<file path="src/rtl/mon_dump_if.sv">
// mon_dump_if: control, RAM read port and TX FIFO signals of the dump engine.
interface mon_dump_if #(
    parameter int AWIDTH = 12,
    parameter int DBYTES = 4
);
    logic              start, stop, sel;
    logic [AWIDTH-1:0] start_adr, end_adr, ram_radr;
    logic              ram_ren, ram_sel;
    logic [8*DBYTES-1:0] ram_rdata;
    logic [7:0]        tx_char;
    logic              tx_wen, tx_full, busy, done;
    modport master (
        input  start, stop, sel, start_adr, end_adr, ram_rdata, tx_full,
        output ram_radr, ram_ren, ram_sel, tx_char, tx_wen, busy, done
    );
    modport slave (
        output start, stop, sel, start_adr, end_adr, ram_rdata, tx_full,
        input  ram_radr, ram_ren, ram_sel, tx_char, tx_wen, busy, done
    );
endinterface

</file>
<file path="src/rtl/mon_dump_engine.sv">
// mon_dump_engine: streams a RAM address range as lines of lowercase hex text into a TX FIFO.
module mon_dump_engine #(
    parameter int AWIDTH = 12,
    parameter int DBYTES = 4,
    parameter int WPL    = 4,
    parameter int RLAT   = 1
) (
    input logic        clk,
    input logic        rst,
    mon_dump_if.master bus
);
    localparam int HD = (AWIDTH + 3) / 4;
    localparam int DD = 2 * DBYTES;

    typedef enum logic [3:0] {IDLE, HDR, RD, WAIT, DATA, SEP, CR, LF, FIN} state_t;
    state_t state, nxt;

    logic [AWIDTH-1:0]   adr, end_q, radr;
    logic [4*HD-1:0]     hsh;
    logic [8*DBYTES-1:0] dsh;
    logic [5:0]          idx;
    logic [4:0]          cnt;
    logic [1:0]          wcnt;
    logic                stop_q, last_q, sel_q;
    logic                go, emit, sent, hdr_end, data_end, wait_end, brk;
    logic [3:0]          nib;
    logic [7:0]          hex, chr;

    assign go       = bus.start && state == IDLE;
    assign emit     = state inside {HDR, DATA, SEP, CR, LF};
    assign sent     = emit && !bus.tx_full;
    assign hdr_end  = state == HDR && sent && idx == 6'(HD + 1);
    assign data_end = state == DATA && sent && idx == 6'(DD - 1);
    assign wait_end = wcnt == 2'(RLAT - 1);
    // a word closes its line when it is the final word, fills the line, or a stop is pending
    assign brk      = adr == end_q || cnt == 5'(WPL - 1) || stop_q;

    always_comb begin
        nib = state == HDR ? hsh[4*HD-1 -: 4] : dsh[8*DBYTES-1 -: 4];
        hex = nib < 4'd10 ? 8'h30 + {4'h0, nib} : 8'h57 + {4'h0, nib};
        chr = state == HDR  ? (idx < 6'(HD) ? hex : idx == 6'(HD) ? 8'h3a : 8'h20) :
              state == DATA ? hex :
              state == SEP  ? 8'h20 :
              state == CR   ? 8'h0d :
              state == LF   ? 8'h0a : 8'h00;
    end

    always_comb begin
        nxt = state;
        unique case (state)
            IDLE:    nxt = go ? HDR : IDLE;
            HDR:     nxt = hdr_end ? RD : HDR;
            RD:      nxt = WAIT;
            WAIT:    nxt = wait_end ? DATA : WAIT;
            DATA:    nxt = data_end ? (brk ? CR : SEP) : DATA;
            SEP:     nxt = sent ? (stop_q ? CR : RD) : SEP;
            CR:      nxt = sent ? LF : CR;
            LF:      nxt = sent ? ((last_q || stop_q) ? FIN : HDR) : LF;
            FIN:     nxt = IDLE;
            default: nxt = IDLE;
        endcase
    end

    always_ff @(posedge clk) begin
        if (rst) begin
            state  <= IDLE;
            adr    <= '0;
            end_q  <= '0;
            radr   <= '0;
            hsh    <= '0;
            dsh    <= '0;
            idx    <= '0;
            cnt    <= '0;
            wcnt   <= '0;
            stop_q <= 1'b0;
            last_q <= 1'b0;
            sel_q  <= 1'b0;
        end else begin
            state <= nxt;
            if (bus.stop && state != IDLE) stop_q <= 1'b1;
            if (go) begin
                adr    <= bus.start_adr;
                end_q  <= bus.end_adr < bus.start_adr ? bus.start_adr : bus.end_adr;
                hsh    <= (4*HD)'(bus.start_adr);
                sel_q  <= bus.sel;
                stop_q <= bus.stop;
                last_q <= 1'b0;
            end
            if (sent) idx <= (state == HDR && !hdr_end) || (state == DATA && !data_end) ? idx + 6'd1 : 6'd0;
            if (state == HDR) cnt <= '0;
            if (state == HDR && sent && idx < 6'(HD)) hsh <= hsh << 4;
            if (state == LF && sent) hsh <= (4*HD)'(adr);
            if (nxt == RD) radr <= adr;
            if (state == WAIT) wcnt <= wait_end ? 2'd0 : wcnt + 2'd1;
            if (state == WAIT && wait_end) dsh <= bus.ram_rdata;
            if (state == DATA && sent) dsh <= dsh << 4;
            // the address saturates at the latched end so a range ending at the top never wraps
            if (data_end) begin
                cnt <= cnt + 5'd1;
                if (adr == end_q) last_q <= 1'b1;
                else adr <= adr + 1'b1;
            end
        end
    end

    assign bus.ram_radr = rst ? '0 : radr;
    assign bus.ram_ren  = !rst && state == RD;
    assign bus.ram_sel  = !rst && sel_q;
    assign bus.tx_char  = rst ? 8'h00 : chr;
    assign bus.tx_wen   = !rst && sent;
    assign bus.busy     = !rst && state != IDLE && state != FIN;
    assign bus.done     = !rst && state == FIN;
endmodule

</file>
<file path="src/flat_wrapper.sv">
// flat-port wrapper written by rule: the top's interface ports become plain ports
module mon_dump_engine_flat 
#(
    parameter int AWIDTH = 12,
    parameter int DBYTES = 4,
    parameter int WPL    = 4,
    parameter int RLAT   = 1
)
  (clk, rst, bus_start, bus_stop, bus_sel, bus_start_adr, bus_end_adr, bus_ram_rdata, bus_tx_full, bus_ram_radr, bus_ram_ren, bus_ram_sel, bus_tx_char, bus_tx_wen, bus_busy, bus_done);
  mon_dump_if #(.AWIDTH(AWIDTH), .DBYTES(DBYTES)) bus_i ();
  input logic clk;
  input logic rst;
  input wire logic [$bits(bus_i.start)-1:0] bus_start;
  input wire logic [$bits(bus_i.stop)-1:0] bus_stop;
  input wire logic [$bits(bus_i.sel)-1:0] bus_sel;
  input wire logic [$bits(bus_i.start_adr)-1:0] bus_start_adr;
  input wire logic [$bits(bus_i.end_adr)-1:0] bus_end_adr;
  input wire logic [$bits(bus_i.ram_rdata)-1:0] bus_ram_rdata;
  input wire logic [$bits(bus_i.tx_full)-1:0] bus_tx_full;
  output wire logic [$bits(bus_i.ram_radr)-1:0] bus_ram_radr;
  output wire logic [$bits(bus_i.ram_ren)-1:0] bus_ram_ren;
  output wire logic [$bits(bus_i.ram_sel)-1:0] bus_ram_sel;
  output wire logic [$bits(bus_i.tx_char)-1:0] bus_tx_char;
  output wire logic [$bits(bus_i.tx_wen)-1:0] bus_tx_wen;
  output wire logic [$bits(bus_i.busy)-1:0] bus_busy;
  output wire logic [$bits(bus_i.done)-1:0] bus_done;
  assign bus_i.start = bus_start;
  assign bus_i.stop = bus_stop;
  assign bus_i.sel = bus_sel;
  assign bus_i.start_adr = bus_start_adr;
  assign bus_i.end_adr = bus_end_adr;
  assign bus_i.ram_rdata = bus_ram_rdata;
  assign bus_i.tx_full = bus_tx_full;
  assign bus_ram_radr = bus_i.ram_radr;
  assign bus_ram_ren = bus_i.ram_ren;
  assign bus_ram_sel = bus_i.ram_sel;
  assign bus_tx_char = bus_i.tx_char;
  assign bus_tx_wen = bus_i.tx_wen;
  assign bus_busy = bus_i.busy;
  assign bus_done = bus_i.done;
  mon_dump_engine #(.AWIDTH(AWIDTH), .DBYTES(DBYTES), .WPL(WPL), .RLAT(RLAT)) u_core (.clk(clk), .rst(rst), .bus(bus_i));
endmodule
</file>
<file path="config.mk">
export PLATFORM = sky130hd
export DESIGN_NAME = mon_dump_engine_flat
export DESIGN_NICKNAME = d
export VERILOG_FILES = /design/src/rtl/mon_dump_if.sv /design/src/rtl/mon_dump_engine.sv /design/src/flat_wrapper.sv
export SDC_FILE = /design/constraint.sdc
export NUM_CORES = 1
export LEC_CHECK = 0
export CAP_MARGIN = 20
export CELL_PAD_IN_SITES_DETAIL_PLACEMENT = 1
export CELL_PAD_IN_SITES_GLOBAL_PLACEMENT = 2
export CORE_MARGIN = 4
export CORE_UTILIZATION = 34
export DETAILED_ROUTE_END_ITERATION = 7
export PLACE_DENSITY_LB_ADDON = 0.1
export SLEW_MARGIN = 20
export SYNTH_ARGS = -nofsm -noshare
export SYNTH_HDL_FRONTEND = slang
export SYNTH_SLANG_ARGS = --single-unit
export TNS_END_PERCENT = 50
</file>
<file path="constraint.sdc">
create_clock -name clk -period 3.98 [get_ports clk]
set_clock_uncertainty 0.15 [all_clocks]
set_input_delay 0.398 -clock clk [delete_from_list [all_inputs] [get_ports clk]]
set_output_delay 0.398 -clock clk [all_outputs]
set_load 0.005 [all_outputs]
</file>
**Run 1: ports around the boundary**

Pins as bars across the die edge, other pins in gray.
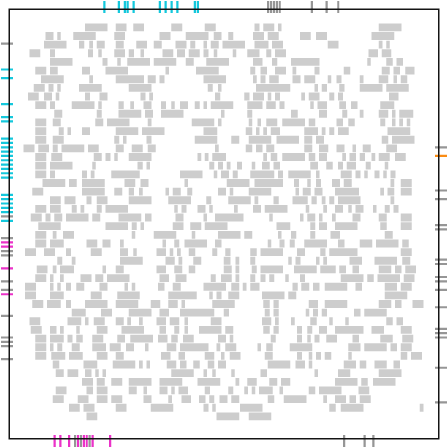
bus_ram_rdata -> cyan  # pins 32, direction input, edge 21 left, 11 top
bus_start_adr -> magenta  # pins 12, direction input, edge 8 bottom, 4 left
bus_tx_full -> orange  # pins 1, direction input, edge right

**Run 1: placement by cell class**

Fill, decap, tap and diode cells in gray.
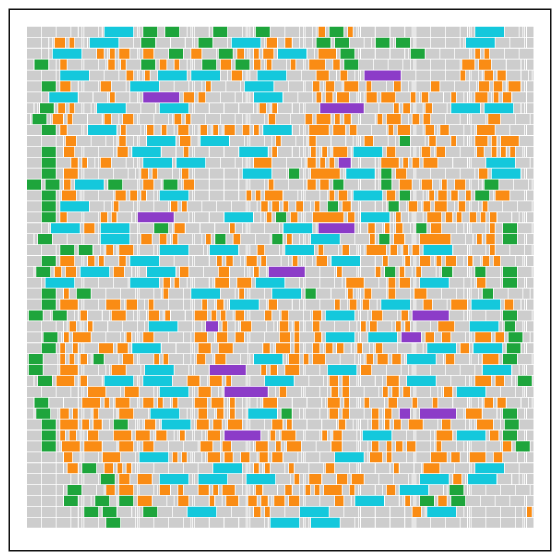
flops -> cyan  # cells 100, share of their area 30%
combinational and other logic -> orange  # cells 519, share of their area 49%
clock drivers and dummy loads -> purple  # cells 15, share of their area 4.9%
other buffers and delay cells -> green  # cells 105, share of their area 15%

**Run 1: metal layers overlaid**

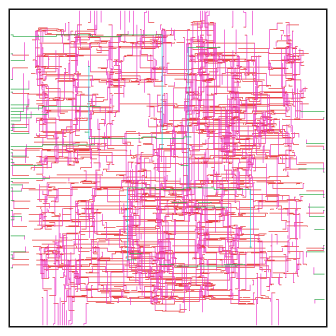
metal 1 -> red  # wire length 8270 um
metal 3 -> green  # wire length 554 um
metal 4 -> cyan  # wire length 194 um
metal 2 -> magenta  # wire length 7440 um

==> summary.txt, run 1 <==
Synthesis and place-and-route results.

- The most area-hungry cell class in the final design is combinational gates.
- In the final timing run, aggregate negative setup slack is 0 ns.
- Clock cells make up 4.74% of the layout cell area.
- In this run, the clock network consumes 41.3% of the power.
- According to the report, the first pass of detailed routing completed in 4 iterations.
- The flow reported a cell area power density of 349 nW/um^2.
- The synthesis stats list as the most numerous cell sky130_fd_sc_hd__dfxtp_1.
- The final core utilization is 43.2%.
- The CTS tree is built.
- The total area of multi-input combinational cells is 3140 um^2.
- The fraction of cell area in multi-input combinational cells is reported as 45.9%.
- The number of design rule violations left after detail routing is 0.
- The slew at the pin with the worst max-slew slack is 0.964 ns.
- The worst setup path is of the reg -> out kind.
- Counting flops with an async set or reset pin after synthesis yields a share of 0%.
- The fill cell total of the finished layout is 1852.
- The count of buffers not belonging to the clock network in the layout is 105.
- Entering global routing, the biggest net connects 59 pins.
- In this run, synthesis produced a sequential element count of 100.
- Measured along the x axis, the die boundary spans 135 um.
- Counting every sink on the clock net gives 100.
- The compound-gate portion of the synthesized area is 20.1%.
- The number of global-route vias before repair was 5281.
- In this run, synthesis inferred 0 flip-flops with an integrated enable.
- The share of cell area taken by muxes after synthesis is 8.05%.
- The clock insertion delay at the later pin of the skew report is 0.36 ns.
- Setup repair after global routing left no endpoint under its margin.
- For this floorplan the total number of well-tap instances is 216.
- The report counts max-capacitance violations totalling 0.
- The inverter count is 27.
- The fmax is 270 MHz.
- The number of sequential storage elements is 100.
- The switching share of power is 26.0%.
- Looking at the power breakdown, combinational cells take 13.8% of the total.
- The area growth from synthesis to layout is 25.3%.
- Per the post-synthesis report, the number of cells in the design is 669.
- By count the netlist is led by 100 x sky130_fd_sc_hd__dfxtp_1, 78 x sky130_fd_sc_hd__nor2_1, 61 x sky130_fd_sc_hd__a21oi_1.
- Looking at the power breakdown, sequential logic takes 44.9% of the total.
- The final timing report counts setup violations totalling 0.
- The sequential fraction of the synthesis area is 36.7%.
- The total grt overflow is 0.
- The number of multi-input combinational cells in the layout is 492.
- The synthesized-area fraction occupied by adder cells is 4.13%.
- The clock period minus worst slack is 3.70 ns.
- The number of cells upsized or downsized after cts is 0.
- For reference, XOR and XNOR gates occupy 3.05% of the area reported after synthesis.
- The fraction of final layout cells with drive strength greater than 1 is 6.22%.
- The starting DRC count in detailed routing is 266.
- The initial antenna violation count was 0.
- The leakage power in the latest report is 2.54 nW.
- The element type at the critical path start is a flip-flop.
- The number of setup buffers added after CTS is 0.
- The run finished with clean final reports.
- The clock H-tree reported by CTS has 3 levels.
- Of all cell types, the one taking the most synthesized area is sky130_fd_sc_hd__dfxtp_1.
- During synthesis, Yosys emitted a total of 0 warnings.
- The I/O pin total is 87.
- The die extent in y is 135 um.
- For this run, the total global-route usage over all layers was measured as 18.7%.
- The final layout contains 815 nets.
- The estimated wirelength of the detail-placed design is 11.7 mm.
- The repair_antennas step left the layout with diodes totalling 0.
- Data on the critical path arrives at its endpoint at 3.15 ns.
- The number of warnings the tools reported is 28.
- Summed over all layers, the routed wires come to 16.5 mm.
- The worst slew margin relative to its limit is 35.3%.
- Yosys attributes the largest share of cell area to sky130_fd_sc_hd__dfxtp_1 37%, sky130_fd_sc_hd__a21oi_1 5.6%, sky130_fd_sc_hd__nor2_1 5.4%.
- After floorplanning, the core was sized to cover 15800 um^2.
- The power report lists cell-internal power as 0.00176 W.
- The placement report lists the number of port buffers as 85.
- The top cell type's share of synthesized area is 36.7%.
- The chip area estimate from yosys synthesis is 5450 um^2.
- The die covers 18100 um^2.
- The placer congestion estimate is 0.782.
## run 1: flip-flops by register name (all words and copies together), names as in the netlist
name / flops
u_core.adr: 12
u_core.radr: 12
u_core.sel_q: 1
u_core.end_q: 12
u_core.wcnt: 2
u_core.cnt: 5
u_core.last_q: 1
u_core.dsh: 32
u_core.state: 4
u_core.hsh: 12
u_core.idx: 6
u_core.stop_q: 1
## run 1: cells by family after synthesis
group	count (synthesis)
and+or+nand+nor	239
AOI/OAI and AO/OA	173
DFF	100
buffers and inverters	77
muxes	42
xor gates and xnor gates	19
adders and majority gates	18
other	1
## run 1: cells in the final DEF, fill, tap and decap left out, drive strengths merged, types with 2 or more instances in the layout
master         instances
o22ai                  6
and2                   5
mux2                  12
or4b                   2
nand4                  6
bufinv                 2
clkbuf                10
xnor2                 15
dfxtp                100
o21ai                 22
nor2                  79
nor4                   4
clkdlybuf4s50         84
nor2b                 24
buf                   21
nand4b                 2
a31oi                  7
a211oi                27
o211ai                 4
and3                   9
mux2i                 30
o211a                  2
nand2                 53
inv                   28
xor2                   4
nand3                 15
nor4b                  4
a22oi                 29
a32oi                  5
nand2b                 9
a2111oi                3
ha                    18
a21o                   3
nor3                  18
a21oi                 61
nand3b                 4
## run 1: power by group through the flow
stage	registers, W	logic [W]	clock network (W)
3_3_place_gp	0.00109	0.000319	0
6_report	0.00107	0.000328	0.000985
2_1_floorplan	0.00108	0.000195	0
3_5_place_dp	0.00109	0.000327	0
4_1_cts	0.00107	0.000331	0.00101
5_1_grt	0.00108	0.000365	0.00105
## run 1: layer usage
layer,track usage (%),wire length (um),vias to the layer above
met3,3.69,553,14
met1,25.8,8270,2463
li1,-,-,2511
met5,0,0,-
met4,4.92,193,0
met2,29.9,7440,80
## run 1: worst max-delay path, cell delays in order (launching register included)
cell and delay (ns):
sky130_fd_sc_hd__dfxtp_1 0.32, sky130_fd_sc_hd__or4b_4 0.66, sky130_fd_sc_hd__mux2i_1 0.29, sky130_fd_sc_hd__ha_1 0.26, sky130_fd_sc_hd__a21oi_1 0.11, sky130_fd_sc_hd__nor2b_1 0.15
sky130_fd_sc_hd__o32a_1 0.35, sky130_fd_sc_hd__nor2_1 0.11, sky130_fd_sc_hd__clkdlybuf4s50_1 0.53
## run 1: per-stage QoR
stage	cells	total power (W)	hold slack, ns	area (um^2)	worst slack [ns]
3_5_place_dp	940	0.00142	0.297	6510	0.499
6_report	955	0.00238	0.301	6840	0.282
5_1_grt	955	0.00249	0.325	6840	0.224
4_1_cts	955	0.00241	0.308	6830	0.0407
2_1_floorplan	669	0.00127	0.282	5450	1.05
3_3_place_gp	940	0.00141	0.294	6510	0.620
## run 1: final timing paths
kind | cells after the start | to | slack, ns | from
setup / recovery | 8 | bus_tx_char[4] | 0.28 | u_core.state[3]$_SDFF_PP0_
hold / removal | 2 | u_core.sel_q$_SDFFE_PP0P_ | 0.30 | u_core.sel_q$_SDFFE_PP0P_
setup reg to reg | 9 | u_core.radr[7]$_SDFFE_PP0N_ | 0.83 | u_core.state[2]$_SDFF_PP0_
hold reg to reg | 2 | u_core.sel_q$_SDFFE_PP0P_ | 0.30 | u_core.sel_q$_SDFFE_PP0P_
--- run 2 (diff from run 1) ---
- CORE_MARGIN: 4 -> 8
==> run 2 against run 1 <==
Effect of this change:
- synthesized area stayed put
- die size increased by 12%
- total power down 5.1%
- clock power fell by 12%
- worst hold slack improved by 0.0056 ns
- maximum frequency is 3.0% lower
- critical path type unchanged
- largest power group unchanged
==> summary.txt, run 2 <==
Synthesis and place-and-route results.

- Sorting the synthesized cells by how often they occur yields 100 x sky130_fd_sc_hd__dfxtp_1, 78 x sky130_fd_sc_hd__nor2_1, 61 x sky130_fd_sc_hd__a21oi_1.
- The most flop-heavy register is u_core.dsh.
- The hold-critical path endpoint is u_core.dsh[28]$_SDFFE_PP0P_.
- The clock insertion delay at the later pin of the skew report is 0.35 ns (about the same).
- Counting only logic cells after layout, the most numerous master is sky130_fd_sc_hd__dfxtp_1.
- The min-delay analysis places its worst path in the category reg -> reg.
- The overall power after layout is 0.00226 W (-5.1%).
- The global-route usage over all layers is 16.5% (-2.2 points).
- The synthesis warning total is 0 (unchanged).
- The arrival time of the worst setup path is 3.27 ns (+0.12 ns).
- The switching share of power is 26.6% (+0.61 points).
- The share of the core area taken by cells at floorplan is 34.6%.
- The final setup violation count is 0 (unchanged).
- The I/O pin total is 87 (unchanged).
- The post-layout net count came to 814 (-0.12%).
- The number of design rule violations left after detail routing came to 0 (unchanged).
- The slew at the pin with the worst max-slew slack is 0.919 ns (-0.0442 ns).
- The share of async-settable or async-resettable flops after synthesis came to 0% (unchanged).
- The total number of H-tree levels came to 3 (unchanged).
- The destination of the worst register-to-register timing path is u_core.radr[9]$_SDFFE_PP0N_.
- The synthesized flop and latch total is 100 (unchanged).
- The starting DRC count in detailed routing is 249 (-6.4%).
- The biggest area contributor in the post-synthesis netlist is sky130_fd_sc_hd__dfxtp_1.
- The setup slack of the worst register-to-register path came to 0.77 ns (-0.06 ns).
- The most frequent cell after synthesis is sky130_fd_sc_hd__dfxtp_1.
- The total grt overflow is 0 (unchanged).
- The element type at the critical path start is a flip-flop.
- The switching component of the power was reported as 0.000602 W.
- The worst-case reg-to-reg path depth is 7 (-2).
- The sum of negative setup slack came to 0 ns (unchanged).
- The first-pass iteration count of the detailed router is 4 (unchanged).
- After clock tree synthesis, the clock-pin slew on the worst setup and hold paths is 0.07 ns.
- Per the run report, area growth between synthesis and finish was 24.6%.
- The chip area estimate from yosys synthesis is 5450 um^2 (unchanged).
- The count of input and output buffers is 85 (unchanged).
- The synth_stat.txt file lists the number of cells as 669.
- The top flip-flop cell by instance count after synthesis is sky130_fd_sc_hd__dfxtp_1.
- The die footprint is 20400 um^2 (+12%).
- The delay of the slowest cell on the worst path came to 0.89 ns (+0.23 ns).
- The flow ran to the end, and the final reports show no timing, DRC or antenna violations.
- The estimated wirelength of the detail-placed design is 12.0 mm (+2.4%).
- The count of library flops with an enable pin is 0 (unchanged).
- The cell internal power dissipation is 0.00166 W (-5.9%).
- The depth of the worst hold-timing path is 2 (unchanged).
- Looking at the setup timing report, the critical path kind is reg -> out.
- The fraction of power consumed by combinational cells is 14.4% (+0.6 points).
- The fraction of final layout cells with drive strength greater than 1 came to 6.22% (unchanged).
- The CTS tree is built.
- The die boundary width came to 143 um (+5.9%).
- Sorting the synthesized cells by area gives the leading types as sky130_fd_sc_hd__dfxtp_1 37%, sky130_fd_sc_hd__a21oi_1 5.6%, sky130_fd_sc_hd__nor2_1 5.4%.
- The relative contribution of sequential cells to total power is 47.3% (+2.4 points).
- The count of antenna diodes in the layout came to 0 (unchanged).
- The die extent in y is 143 um (+5.9%).
- The number of warnings the tools reported was 28 (unchanged).
- The flip-flop count of the largest register, all copies and words added is 32 (unchanged).
- The element type at the critical path end is an output port.
- Looking at the clock tree report, the maximum root-to-sink buffer count equals 2.
- The number of clock sinks came to 100 (unchanged).
- The maximum number of pins on one net before global-route repair is 67 (+14%).
- Looking at the reg2reg group, the worst path starts from u_core.state[3]$_SDFF_PP0_.
- The top cell type's share of synthesized area is 36.7% (unchanged).
- The number of instances in the synthesized netlist was 669 (unchanged).
- The static leakage power is 2.52 nW (-0.65%).
- The clock network fraction of design power is 38.3% (-3.0 points).
- By instance count after routing, the leading logic cell types are 100 x sky130_fd_sc_hd__dfxtp_1, 84 x sky130_fd_sc_hd__clkdlybuf4s50_1, 78 x sky130_fd_sc_hd__nor2_1.
- The script logs the ratio of routed vias to standard cells as 5.30.
- The total detailed-routing wirelength is 16.5 mm (about the same).
- The number of setup buffers added after CTS was 0 (unchanged).
- The launch instance of the worst min-delay path is u_core.dsh[28]$_SDFFE_PP0P_.
- The first global-routing pass estimated 27.1 mm of wire.
- The critical-path cell with the highest stage delay is sky130_fd_sc_hd__or4b_2.
- Walking the worst path, the cells encountered are or4b_2 -> mux2i_1 -> ha_1 -> a21oi_1 -> nor2b_1 -> o32a_1 -> nor2_1 -> clkdlybuf4s50_1.
- The number of cells upsized or downsized after cts was 0 (unchanged).
- The clock period minus worst slack is 3.81 ns (+0.115 ns).
- The worst slew margin relative to its limit was 38.2% (+3.0 points).
- The number of maximum-capacitance violations is 0 (unchanged).
- The initial antenna violation count is 0 (unchanged).
- The fmax is 262 MHz (-3.0%).
- The placer congestion estimate is 0.791 (+1.2%).
- TritonCTS created 9 clock buffers.
- The number of global-route vias before repair is 5275 (-0.11%).
- The sequential fraction of the synthesis area came to 36.7% (unchanged).
- When the netlist entered floorplanning its net count stood at 749.
- The power per unit of standard cell area came to 333 nW/um^2 (-4.6%).
- In the finished design, the share of the clock period the worst path needs comes to 95.8%.
- Setup repair after global routing left no endpoint under its margin.
## run 2: cell counts after synthesis
No cell type changed its count.
## run 2: critical path, delay by kind of cell, from the launching register on
family	cells	cell delay (ns)
fa+ha+maj	1	0.22
buf+inv	1	0.51
compound gates	2	0.43
mux	1	0.32
simple gates	3	1.13
flops	1	0.31
## run 2: power groups by stage
stage                     clock (W)  combinational [W]  sequential (W)
final                      0.000866           0.000326         0.00107
after global routing       0.000930           0.000361         0.00107
after floorplan                   0           0.000195         0.00108
after CTS                  0.000902           0.000331         0.00107
after detailed placement          0           0.000330         0.00109
after global placement            0           0.000321         0.00109
## run 2: routing by layer
metal | GRT usage [%] | part of all wire, % | wire, um
met4 | 4.14 | 0.95 | 156
met1 | 22.1 | 49 | 8000
met3 | 3.71 | 5.0 | 828
met5 | 0 | 0 | 0
met2 | 26.2 | 45 | 7480
## run 2: through the flow
stage               instance area [um^2]  setup WS, ns  utilization, %  hold WS (ns)  std cells
finish                              6800         0.167            43.1         0.307        955
global route                        6800        0.0414            43.1         0.333        955
CTS                                 6800         0.123            43.1         0.310        955
detailed placement                  6500         0.523            41.2         0.301        939
global placement                    6500         0.595            41.2         0.294        939
floorplan                           5450          1.05               -         0.282        669
## run 2: worst max path at each step
stage               cells past startpoint        endpoint                  startpoint  slack, ns
floorplan                               9  bus_tx_char[4]  u_core.state[2]$_SDFF_PP0_       1.05
global placement                        8  bus_tx_char[4]  u_core.state[3]$_SDFF_PP0_       0.59
detailed placement                      8  bus_tx_char[4]  u_core.state[3]$_SDFF_PP0_       0.52
CTS                                     8  bus_tx_char[4]  u_core.state[3]$_SDFF_PP0_       0.12
global route                            8  bus_tx_char[4]  u_core.state[3]$_SDFF_PP0_       0.04
finish                                  8  bus_tx_char[4]  u_core.state[3]$_SDFF_PP0_       0.17
## run 2: layout make-up
class                   instances  area, um^2
clock inverters                 5        43.8
multi-input cells             492        3140
fillers                      1896        8970
inverters                      27         101
clock buffers                  11         253
well taps                     216         270
flip-flops and latches        100        2000
repair buffers                104         991
## run 2: kinds of logic (layout without fill, tap and decap cells)
group	Yosys count	in the layout	synth area share, %
flops	100	100	36.7
fa+ha+maj	18	18	4.13
compound gates	173	173	20.1
mux	42	42	8.05
xor+xnor	19	19	3.05
buf+inv	77	147	5.78
other cells	1	1	0.0688
simple gates	239	239	22.1
**Run 2: metal layers overlaid**

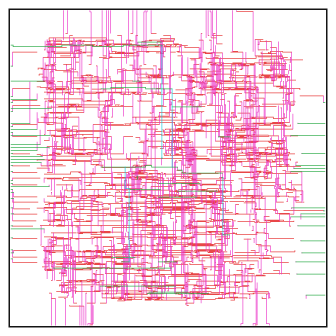
metal 1 -> red  # wire length 8000 um
metal 2 -> magenta  # wire length 7480 um
metal 4 -> cyan  # wire length 157 um
metal 3 -> green  # wire length 829 um

**Run 2: routed clock nets over the placement**

Bar = 50 um.
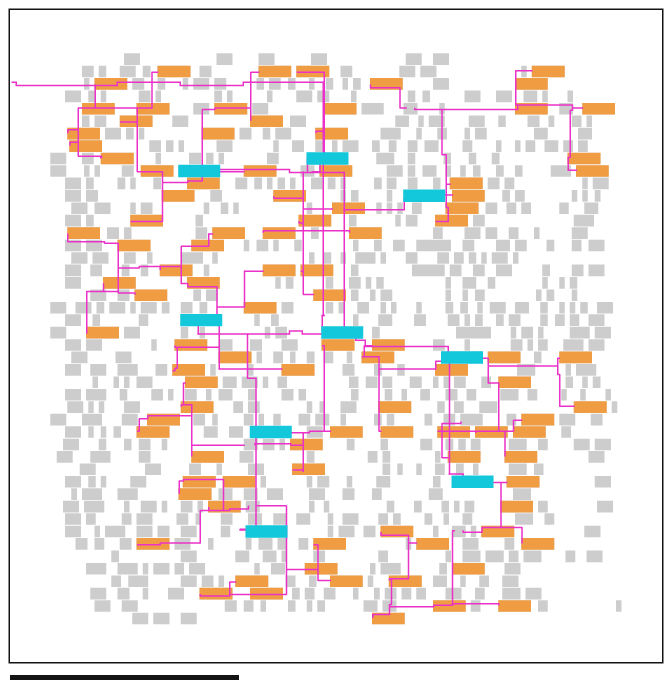
flip-flops -> orange  # count 100
clock drivers -> cyan  # count 9
clock wires -> magenta  # length 1340 um
routed clock nets = 10

**Run 2: placement view**

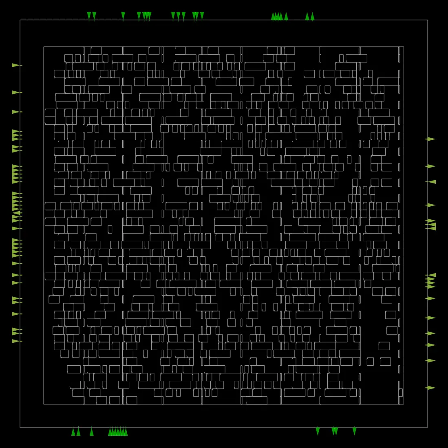
Filler Cell Count: 1896
Core Box Area: 15800 um^2
filler-free cell count of the finished design: 955
fraction of area in registers: 29.4%
count of sequential standard cells: 100

Power and IR drop assume default switching activity.
